Run 1, power grid:
Bar = 20 um. Pins as bars on the die edge.
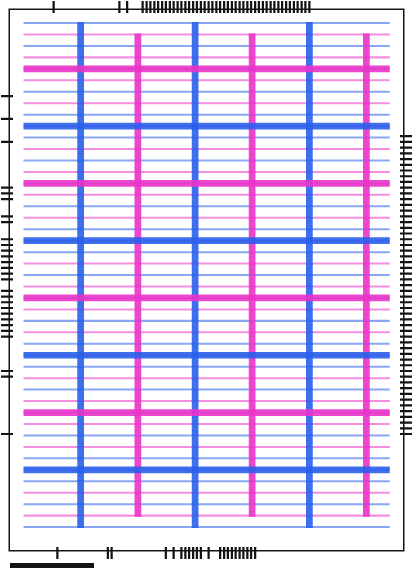
Run 1, cells colored by class:
Bar = 20 um.
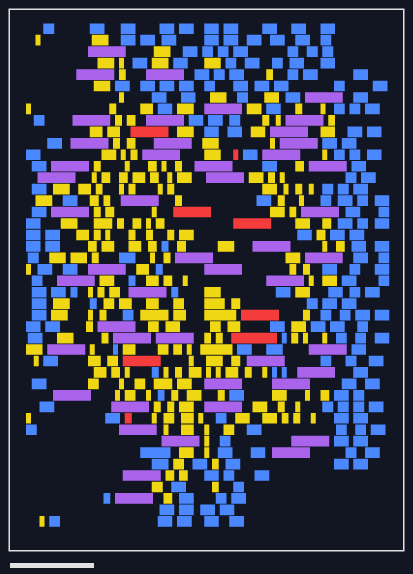
Run 1, clock distribution:
Bar = 20 um.
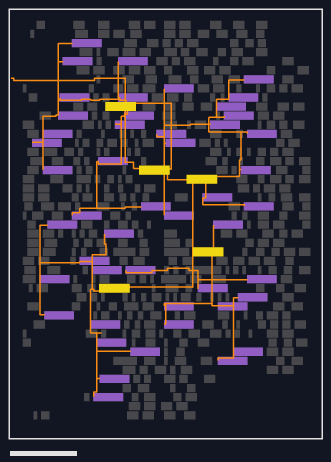
==> config.mk <==
export PLATFORM = sky130hd
export DESIGN_NAME = control_sequencer
export DESIGN_NICKNAME = d
export VERILOG_FILES = /design/src/rtl/cpu_pkg.sv /design/src/rtl/instr_decode.sv /design/src/rtl/control_sequencer.sv
export SDC_FILE = /design/constraint.sdc
export NUM_CORES = 1
export LEC_CHECK = 0
export CAP_MARGIN = 30
export CELL_PAD_IN_SITES_DETAIL_PLACEMENT = 1
export CELL_PAD_IN_SITES_GLOBAL_PLACEMENT = 1
export CORE_ASPECT_RATIO = 1.4
export CORE_MARGIN = 3
export CORE_UTILIZATION = 30
export CTS_CLUSTER_SIZE = 24
export DETAILED_ROUTE_END_ITERATION = 7
export GPL_TIMING_DRIVEN = 0
export PLACE_DENSITY = 0.92
export SYNTH_ARGS = -nofsm -noshare
export SYNTH_HDL_FRONTEND = slang
export SYNTH_SLANG_ARGS = --single-unit
==> constraint.sdc <==
create_clock -name clk -period 5.2 [get_ports clk]
set_clock_uncertainty 0.1 [all_clocks]
set_input_delay 0.78 -clock clk [delete_from_list [all_inputs] [get_ports clk]]
set_output_delay 0.78 -clock clk [all_outputs]
set_load 0.01 [all_outputs]
==> ds_physical_params.txt, run 1 <==
Physical design parameters

Parameter                              Value

Outcome
  Status    finished, final reports clean

Global route
  Layer with the highest usage after global routing    met2
  Global-route wire length before repair    17600 um
  Global routing met2 resource utilization    35.1%
  Via count of the first global-routing pass    3378
  GR Overflow Total    0
  Met3 track demand over resource in global routing    3.82%

STA
  Relative slew margins    63.3%
  Post-route setup slack    1.76 ns
  Final Hold Fails    0
  Final critical-path share of the clock period    66.1%
  Hold_ws    0.364 ns
  Measured slew at the worst slew-check pin    0.550 ns
  Setup Viol. Count Final    0
  Number of pins exceeding their max-slew limit in the final report    0

CTS
  CTS clock-pin slew for the worst setup and hold paths    0.06 ns
  Clock Tree Buf Depth    2
  Clock tree from TritonCTS    built
  # Post-CTS Setup Buffers    0
  Count of instances resized after the clock tree is built    0

Place
  Buffers on Ports    143
  Routability congestion estimate from global placement    0.844
  Post-Place Cells    619
  Pre-CTS setup slack    1.83 ns

Routing
  Avg WL per Cell    17.9 um
  Highest layer used for signal routing    met4
  Routed length on met2    6000 um
  Detailed Route WL    11200 um
  DRT iter0 DRCs    107
  Length of the first detailed-routing pass in iterations    4

Logic synthesis
  Post-synthesis instance total    332
  Post-synth EDFFs    0
  Fraction of synthesized cell area in xor and xnor cells    1.37%
  Share of synthesized area occupied by flip-flops and latches    37.5%
  Area share of and/or/nand/nor cells after synthesis    15.3%
  Distinct lib cells    50
  Top area cell types    sky130_fd_sc_hd__dfrtp_1, sky130_fd_sc_hd__buf_4, sky130_fd_sc_hd__mux2_2
  Count of instantiated cells in the yosys netlist    332
  Fraction of synthesized area in multiplexers    15.1%
  Post-synthesis share of cell area spent on full adders, half adders and majority gates    0.391%
  Prevailing post-synth register cell    sky130_fd_sc_hd__dfrtp_1

Power
  Pint    2.07 mW
  Switching power share of the total    39.2%
  Worst IR drop on VDD    0.000309 V
  Power drawn by the sequential cells    0.822 mW

Final layout
  Clock network area share    3.28%
  Number of diodes    0
  Dominant logic cell types in the final layout    sky130_fd_sc_hd__clkdlybuf4s50_1, sky130_fd_sc_hd__buf_4, sky130_fd_sc_hd__dfrtp_1, sky130_fd_sc_hd__nand2_1, sky130_fd_sc_hd__o21ai_0
  Commonest non-fill, non-tap cell in the layout    sky130_fd_sc_hd__clkdlybuf4s50_1
  Final instance count without filler cells    627
  Net count, final    524
  Fraction of area in multi-input gates    29.7%
  Number of logic gates    212

Die
  Tap cell count    138
  Chip area    0.0120 mm2

Worst setup path
  Critical path endpoint category    output pin
  Critical path buffer and inverter count    3
  Required time of the critical path    4.32 ns
  Most common cell on crit path    sky130_fd_sc_hd__buf_2
  Ordered cell list for the critical path    buf_2 > xnor2_1 > nor2_1 > buf_2 > mux2_2 > clkdlybuf4s50_1
  Class of the most critical setup path    reg -> out
  Cell family with most CP delay    buffers and inverters
  Slowest stage cell, crit path    sky130_fd_sc_hd__clkdlybuf4s50_1
  Crit Path Max Fanout    10

Flow run
  Number of warnings in the stage logs    26
-- 'power grid' (at the start) --
Key: VSS = blue; VDD = magenta
150 signal pins sit on the boundary. The core has 44 rows.
Die H: 128 um
die boundary width: 93.3 um

-- 'cells colored by class' (at the start) --
Key: combinational and other logic = yellow [cells 218, share of their area 31%]; clock drivers and dummy loads = red [cells 8, share of their area 3.4%]; sequential cells = purple [cells 48, share of their area 25%]; remaining buffers and delay cells = blue [cells 215, share of their area 40%]
area of all placed cells without fillers: 0.00500 mm2
final core utilization: 48.1%
count of standard-cell rows: 44
register share of the cell area: 24.0%
standard cell core area: 0.0104 mm2

-- 'clock distribution' (at the start) --
Key: flip-flops = purple [count 48]; clock wires = orange [length 721 um]; clock drivers = yellow [count 5]
There are 6 routed clock nets.
fraction of power consumed by the clock network: 10.8%
Late-Pin Clk Latency: 0.29 ns
clock network power: 0.369 mW

==> run 2, diff against run 1 <==
--- a/config.mk
+++ b/config.mk
@@ -10,11 +10,11 @@
 export CELL_PAD_IN_SITES_GLOBAL_PLACEMENT = 1
 export CORE_ASPECT_RATIO = 1.4
 export CORE_MARGIN = 3
-export CORE_UTILIZATION = 30
+export CORE_UTILIZATION = 27
 export CTS_CLUSTER_SIZE = 24
 export DETAILED_ROUTE_END_ITERATION = 7
 export GPL_TIMING_DRIVEN = 0
-export PLACE_DENSITY = 0.92
+export PLACE_DENSITY = 0.88
 export SYNTH_ARGS = -nofsm -noshare
 export SYNTH_HDL_FRONTEND = slang
 export SYNTH_SLANG_ARGS = --single-unit
==> constraint.sdc (replaced) <==
create_clock -name clk -period 2.77 [get_ports clk]
set_clock_uncertainty 0.1 [all_clocks]
set_input_delay 0.4155 -clock clk [delete_from_list [all_inputs] [get_ports clk]]
set_output_delay 0.4155 -clock clk [all_outputs]
set_load 0.01 [all_outputs]
==> ds_physical_params.txt, run 2 <==
Physical design parameters

Parameter                              Value

Outcome
  Status    finished, final reports clean

Logic synthesis
  Post-synthesis instance total    332 (unchanged)
  Prevailing post-synth register cell    sky130_fd_sc_hd__dfrtp_1
  Post-synthesis share of cell area spent on full adders, half adders and majority gates    0.391% (unchanged)
  Fraction of synthesized cell area in xor and xnor cells    1.37% (unchanged)
  Fraction of synthesized area in multiplexers    15.1% (unchanged)
  Top area cell types    sky130_fd_sc_hd__dfrtp_1, sky130_fd_sc_hd__buf_4, sky130_fd_sc_hd__mux2_2
  Distinct lib cells    50 (unchanged)
  Post-synth EDFFs    0 (unchanged)
  Area share of and/or/nand/nor cells after synthesis    15.3% (unchanged)
  Count of instantiated cells in the yosys netlist    332 (unchanged)
  Share of synthesized area occupied by flip-flops and latches    37.5% (unchanged)

Worst setup path
  Crit Path Max Fanout    10 (unchanged)
  Ordered cell list for the critical path    clkbuf_4 > xnor2_1 > nor2_2 > buf_4 > mux2_2 > clkdlybuf4s50_1
  Slowest stage cell, crit path    sky130_fd_sc_hd__clkdlybuf4s50_1
  Cell family with most CP delay    buffers and inverters
  Critical path endpoint category    output pin
  Critical path buffer and inverter count    3 (unchanged)

Place
  Pre-CTS setup slack    -0.0368 ns (-1.87 ns)
  Buffers on Ports    143 (unchanged)
  Post-Place Cells    625 (+0.97%)
  Routability congestion estimate from global placement    0.825 (-2.2%)

Power
  Switching power share of the total    39.6% (+0.34 points)
  Worst IR drop on VDD    0.000602 V (+95%)
  Largest power group    combinational logic
  Power drawn by the sequential cells    1.53 mW (+86%)
  Pint    3.95 mW (+91%)

Die
  Tap cell count    144 (+4.3%)
  Starting density of the core    27.9%
  Die H    135 um (+5.2%)
  Die boundary width    98.0 um (+5.1%)
  Chip area    0.0132 mm2 (+10%)

CTS
  Count of instances resized after the clock tree is built    8 (+8)
  Clock Tree Buf Depth    2 (unchanged)
  CTS clock-pin slew for the worst setup and hold paths    0.07 ns (about the same)
  Clock tree from TritonCTS    built
  # Post-CTS Setup Buffers    4 (+4)

Global route
  Met3 track demand over resource in global routing    3.36% (-0.46 points)
  GR Overflow Total    0 (unchanged)
  Via count of the first global-routing pass    3325 (-1.6%)
  Global-route wire length before repair    18100 um (+2.9%)
  Global routing met2 resource utilization    31.7% (-3.4 points)
  Layer with the highest usage after global routing    met2

Routing
  Length of the first detailed-routing pass in iterations    4 (unchanged)
  DRT iter0 DRCs    104 (-2.8%)
  Routed length on met2    6010 um (+0.15%)
  Detailed Route WL    11400 um (+1.2%)
  Avg WL per Cell    17.8 um (-0.67%)
  Highest layer used for signal routing    met4

STA
  Number of pins exceeding their max-slew limit in the final report    0 (unchanged)
  Final Hold Fails    0 (unchanged)
  Relative slew margins    61.3% (-2.0 points)
  Setup Viol. Count Final    0 (unchanged)
  Measured slew at the worst slew-check pin    0.581 ns (+0.0305 ns)
  Post-route setup slack    0.108 ns (-1.65 ns)
  Final critical-path share of the clock period    96.1%
  Hold_ws    0.362 ns (-0.00212 ns)

Final layout
  Final instance count without filler cells    639 (+1.9%)
  Clock network area share    3.36% (+0.084 points)
  Commonest non-fill, non-tap cell in the layout    sky130_fd_sc_hd__clkdlybuf4s50_1
  Net count, final    530 (+1.1%)
  Number of logic gates    212 (unchanged)
  Dominant logic cell types in the final layout    sky130_fd_sc_hd__clkdlybuf4s50_1, sky130_fd_sc_hd__buf_4, sky130_fd_sc_hd__dfrtp_1, sky130_fd_sc_hd__nand2_1, sky130_fd_sc_hd__o21ai_0
  Number of diodes    0 (unchanged)

Flow run
  Number of warnings in the stage logs    26 (unchanged)
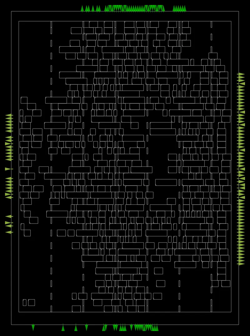
Run 2: cell placement
FF+latch count: 48
register share of the cell area: 23.5%
final core utilization: 44.5%

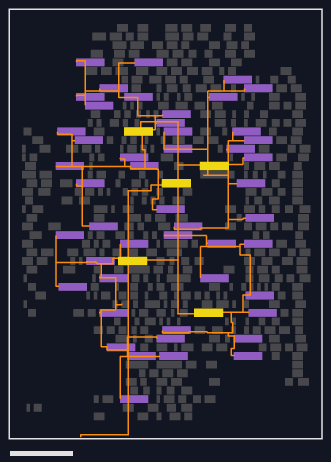
Run 2: clock distribution
Bar = 20 um.
Key: clock wires = orange [length 796 um]; clock drivers = yellow [count 5]; flip-flops = purple [count 48]
There are 6 routed clock nets.
clock network power: 0.728 mW
Late-Pin Clk Latency: 0.30 ns
fraction of power consumed by the clock network: 11.2%

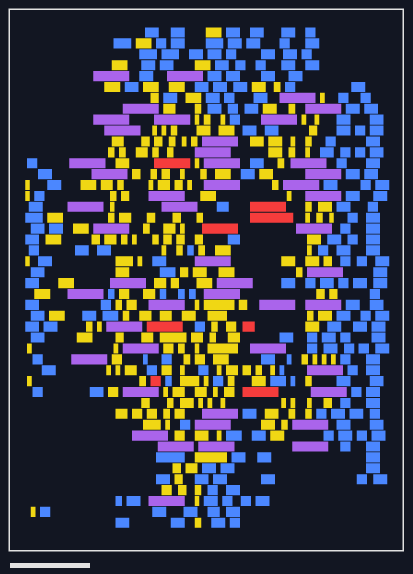
Run 2: cells colored by class
Bar = 20 um.
Key: remaining buffers and delay cells = blue [cells 221, share of their area 41%]; combinational and other logic = yellow [cells 218, share of their area 31%]; sequential cells = purple [cells 48, share of their area 24%]; clock drivers and dummy loads = red [cells 8, share of their area 3.5%]
standard cell core area: 0.0115 mm2
count of standard-cell rows: 46
area of all placed cells without fillers: 0.00510 mm2

Power and IR drop assume default switching activity.
